Figure 1. Signal wires on met2.
Scale: 3 px per um.
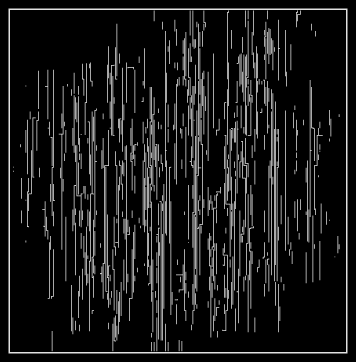
Figure 2. A small window of the routed layout.
Region (44, 44) to (69, 69) um. Cells in gray, sequential cells in the stronger gray; small squares are vias.
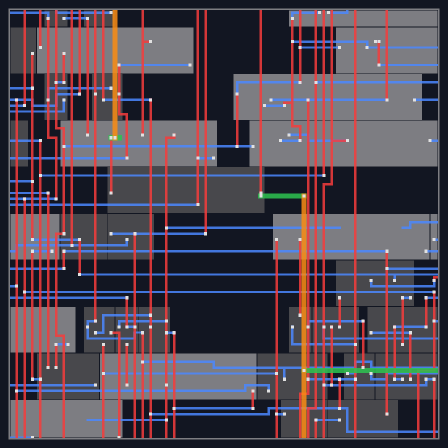
Figure 3. Where the registers sit.
Scale: 3 px per um. Other sequential cells in the stronger gray, the rest of the logic in the fainter gray.
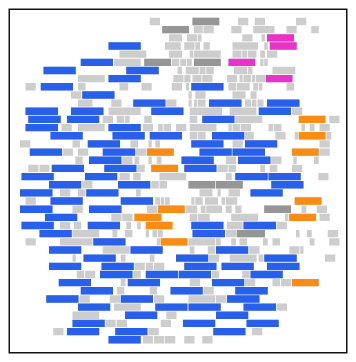
==> src/rtl/bus_fifo_feeder_pkg.sv <==
// Shared bus definitions used by the register stage and its ingress FIFO.
package bus_fifo_feeder_pkg;

   localparam int unsigned BUS_W      = 12;
   localparam int unsigned TAG_W      = 4;
   localparam int unsigned DATA_W     = 8;
   localparam int unsigned FIFO_DEPTH = 8;

   typedef struct packed {
      logic [TAG_W-1:0]  tag;
      logic [DATA_W-1:0] data;
   } Bus_t;

endpackage

==> src/rtl/bus_fifo_feeder_fifo_ptr.sv <==
// Circular FIFO pointer: advances on i_inc, wrapping DEPTH-1 -> 0.
module fifo_ptr #(
   parameter  int unsigned DEPTH = 8,
   localparam int unsigned PTR_W = $clog2(DEPTH)
) (
   input  logic             i_clk,
   input  logic             i_rst_n,
   input  logic             i_inc,
   output logic [PTR_W-1:0] o_ptr
);

   always_ff @(posedge i_clk or negedge i_rst_n) begin
      if (!i_rst_n) begin
         o_ptr <= '0;
      end else if (i_inc) begin
         o_ptr <= (o_ptr == PTR_W'(DEPTH - 1)) ? '0 : o_ptr + 1'b1;
      end
   end

endmodule

==> src/rtl/bus_fifo_feeder.sv <==
// Buffered ingress stage: valid/ready in, one word per cycle out as an
// enable/data pair for the downstream register stage.
module bus_fifo_feeder
   import bus_fifo_feeder_pkg::*;
#(
   parameter  int unsigned DEPTH = FIFO_DEPTH,
   localparam int unsigned PTR_W = $clog2(DEPTH),
   localparam int unsigned CNT_W = $clog2(DEPTH + 1)
) (
   input  logic             i_clk,
   input  logic             i_rst_n,
   input  logic             i_valid,
   output logic             o_ready,
   input  Bus_t             i_D,
   input  logic             i_hold,
   output logic             o_E,
   output Bus_t             o_D,
   output logic [CNT_W-1:0] o_count,
   output logic             o_empty,
   output logic             o_full,
   output logic             o_ovf
);

   Bus_t             mem [DEPTH];
   logic [PTR_W-1:0] wr_ptr;
   logic [PTR_W-1:0] rd_ptr;
   logic             wr_en;
   logic             rd_en;

   assign o_empty = (o_count == '0);
   assign o_full  = (o_count == CNT_W'(DEPTH));
   assign o_ready = !o_full;

   // No bypass: a word becomes drainable only once it is counted.
   assign wr_en = i_valid && o_ready;
   assign rd_en = !o_empty && !i_hold;

   fifo_ptr #(.DEPTH(DEPTH)) u_wr_ptr (
      .i_clk   (i_clk),
      .i_rst_n (i_rst_n),
      .i_inc   (wr_en),
      .o_ptr   (wr_ptr)
   );

   fifo_ptr #(.DEPTH(DEPTH)) u_rd_ptr (
      .i_clk   (i_clk),
      .i_rst_n (i_rst_n),
      .i_inc   (rd_en),
      .o_ptr   (rd_ptr)
   );

   always_ff @(posedge i_clk) begin
      if (wr_en) begin
         mem[wr_ptr] <= i_D;
      end
   end

   always_ff @(posedge i_clk or negedge i_rst_n) begin
      if (!i_rst_n) begin
         o_count <= '0;
         o_E     <= 1'b0;
         o_D     <= '0;
         o_ovf   <= 1'b0;
      end else begin
         o_E <= rd_en;
         if (rd_en) begin
            o_D <= mem[rd_ptr];
         end
         case ({wr_en, rd_en})
            2'b10:   o_count <= o_count + CNT_W'(1);
            2'b01:   o_count <= o_count - CNT_W'(1);
            default: o_count <= o_count;
         endcase
         if (i_valid && o_full) begin
            o_ovf <= 1'b1;
         end
      end
   end

endmodule

==> config.mk <==
export PLATFORM = sky130hd
export DESIGN_NAME = bus_fifo_feeder
export DESIGN_NICKNAME = d
export VERILOG_FILES = /design/src/rtl/bus_fifo_feeder_pkg.sv /design/src/rtl/bus_fifo_feeder_fifo_ptr.sv /design/src/rtl/bus_fifo_feeder.sv
export SDC_FILE = /design/constraint.sdc
export NUM_CORES = 1
export LEC_CHECK = 0
export ABC_CLOCK_PERIOD_IN_PS = 4500
export CAP_MARGIN = 20
export CORE_AREA = 2 2 110 112
export CTS_CLUSTER_SIZE = 20
export DETAILED_ROUTE_END_ITERATION = 6
export DIE_AREA = 0 0 112 114
export SYNTH_ARGS = -nofsm -noshare
export SYNTH_HDL_FRONTEND = slang
export SYNTH_SLANG_ARGS = --single-unit
==> constraint.sdc <==
create_clock -name i_clk -period 4.5 [get_ports i_clk]
set_input_delay 0.45 -clock i_clk [delete_from_list [all_inputs] [get_ports i_clk]]
set_output_delay 0.45 -clock i_clk [all_outputs]
set_load 0.005 [all_outputs]
==> changes_impl.md <==
### Implementation results

- Critical path's slowest cell: dfrtp_1
- Routed len/inst: 19.4 um
- Final slew viol count: 0
- Post-route DRC violation count: 0
- Simple-Gate Area Share: 6.70%
- Fraction of layout instances using a drive strength above 1: 15.3%
- Cts repair resizes: 0
- Core area: 11,700 um^2
- Int Pwr: about 0.0029 W
- Yosys top cell by instances: edfxtp_1
- Post-synthesis xor/xnor area fraction: 0.360%
- Buf/Inv on CP: 0
- Logic area: 1310 um^2
- Logic share of the area: 21.5%
- R2r worst-path depth: 8
- GR Util met3: roughly 4.7%
- Stages on worst setup path: 8
- Max_cap viols: 0
- Initial Utilization: approximately two fifths
- Pre-antenna DRT Iters: 4
- VDD IR-drop max: between 0.3 and 0.4 mV
- FF-to-FF setup slack: 1.74 ns
- Synth-to-Final Area Change: 24.7%
- Crit Path Class: flip-flop to flip-flop
- Count of tool warnings: 26
- Number of global-route vias before repair: 2,850
- # diodes: 0
- Rows: approximately 40
- Unrepaired setup endpoints after global routing: no
- Die ar.: ~13,000 um^2
- Status: complete, no violations
- Top cell area share: 59.2%
- M1 wire length: 4.45 mm
- Dpl ws: 1.36 ns
- Combinational share of power: 27.6%
- Clock buf count: 20
- Tcrit/Tclk final: 61.3%
- Hold-fix buffers at CTS: 0
- Invs w/o clock: 6
- Clock network power: 0.00136 W
- Registers, synthesis: 120
- Routed wl met3: 306 um
- Comb group: 0.00115 W
- Distinct lib cells: 34
- Critical path endpoint category: flip-flop
- First-pass GRT wire length: 15.8 mm
- Post-synth top area cell: edfxtp_1
## Picture notes: Figure 1
longest straight run: 54.4 um
wire length on this layer: 5,230 um
vias after detailed routing: 2,678
met2 global-route usage: 29.0%
Detailed Route WL: 10.1 mm

## Picture notes: Figure 2
legend:
  red:
    layer: met2
  blue:
    layer: met1
  orange:
    layer: met4
  green:
    layer: met3
sequential cells in the window: 8
cells with their middle in the window: 26
most frequent: dfrtp_1 (5), o21ai_0 (4)
netlist names of flops here include: o_D (4), mem (3)

## Picture notes: Figure 3
legend:
  orange:
    netlist_name: o_D
    sequential_cells: 12
  magenta:
    netlist_name: o_count
    sequential_cells: 4
    where: top right
  blue:
    netlist_name: mem
    sequential_cells: 96
Seq. cell area: 3480 um^2
seq pwr: 0.00167 W
flop share of the area: 57.4%
Final Util: 51.9%

==> cell families (layout without fill, tap and decap cells) <==
logic type                 count (synthesis)  after routing
DFF                                      120            120
and+or+nand+nor                           58             58
muxes                                     52             52
AOI/OAI and AO/OA                         45             45
buffers and inverters                     21             88
adders and majority gates                  8              8
xor gates and xnor gates                   2              2
==> layout by cell type, fill, tap and decap left out, types with 2 or more instances in the layout <==
cell type and n:
a22oi_1 24, buf_4 11, buf_6 3, bufinv_16 3, clkbuf_1 2, clkbuf_16 17
clkdlybuf4s50_1 36, clkinv_2 4, clkinvlp_4 3, dfrtp_1 23, edfxtp_1 96, ha_1 7
inv_1 6, mux2_4 3, mux2i_1 49, nand2_1 17, nand2b_1 5, nand3_1 13
nor2_1 5, nor2b_1 2, nor3_1 2, nor3_2 4, o21ai_0 17
Power and IR drop assume default switching activity.
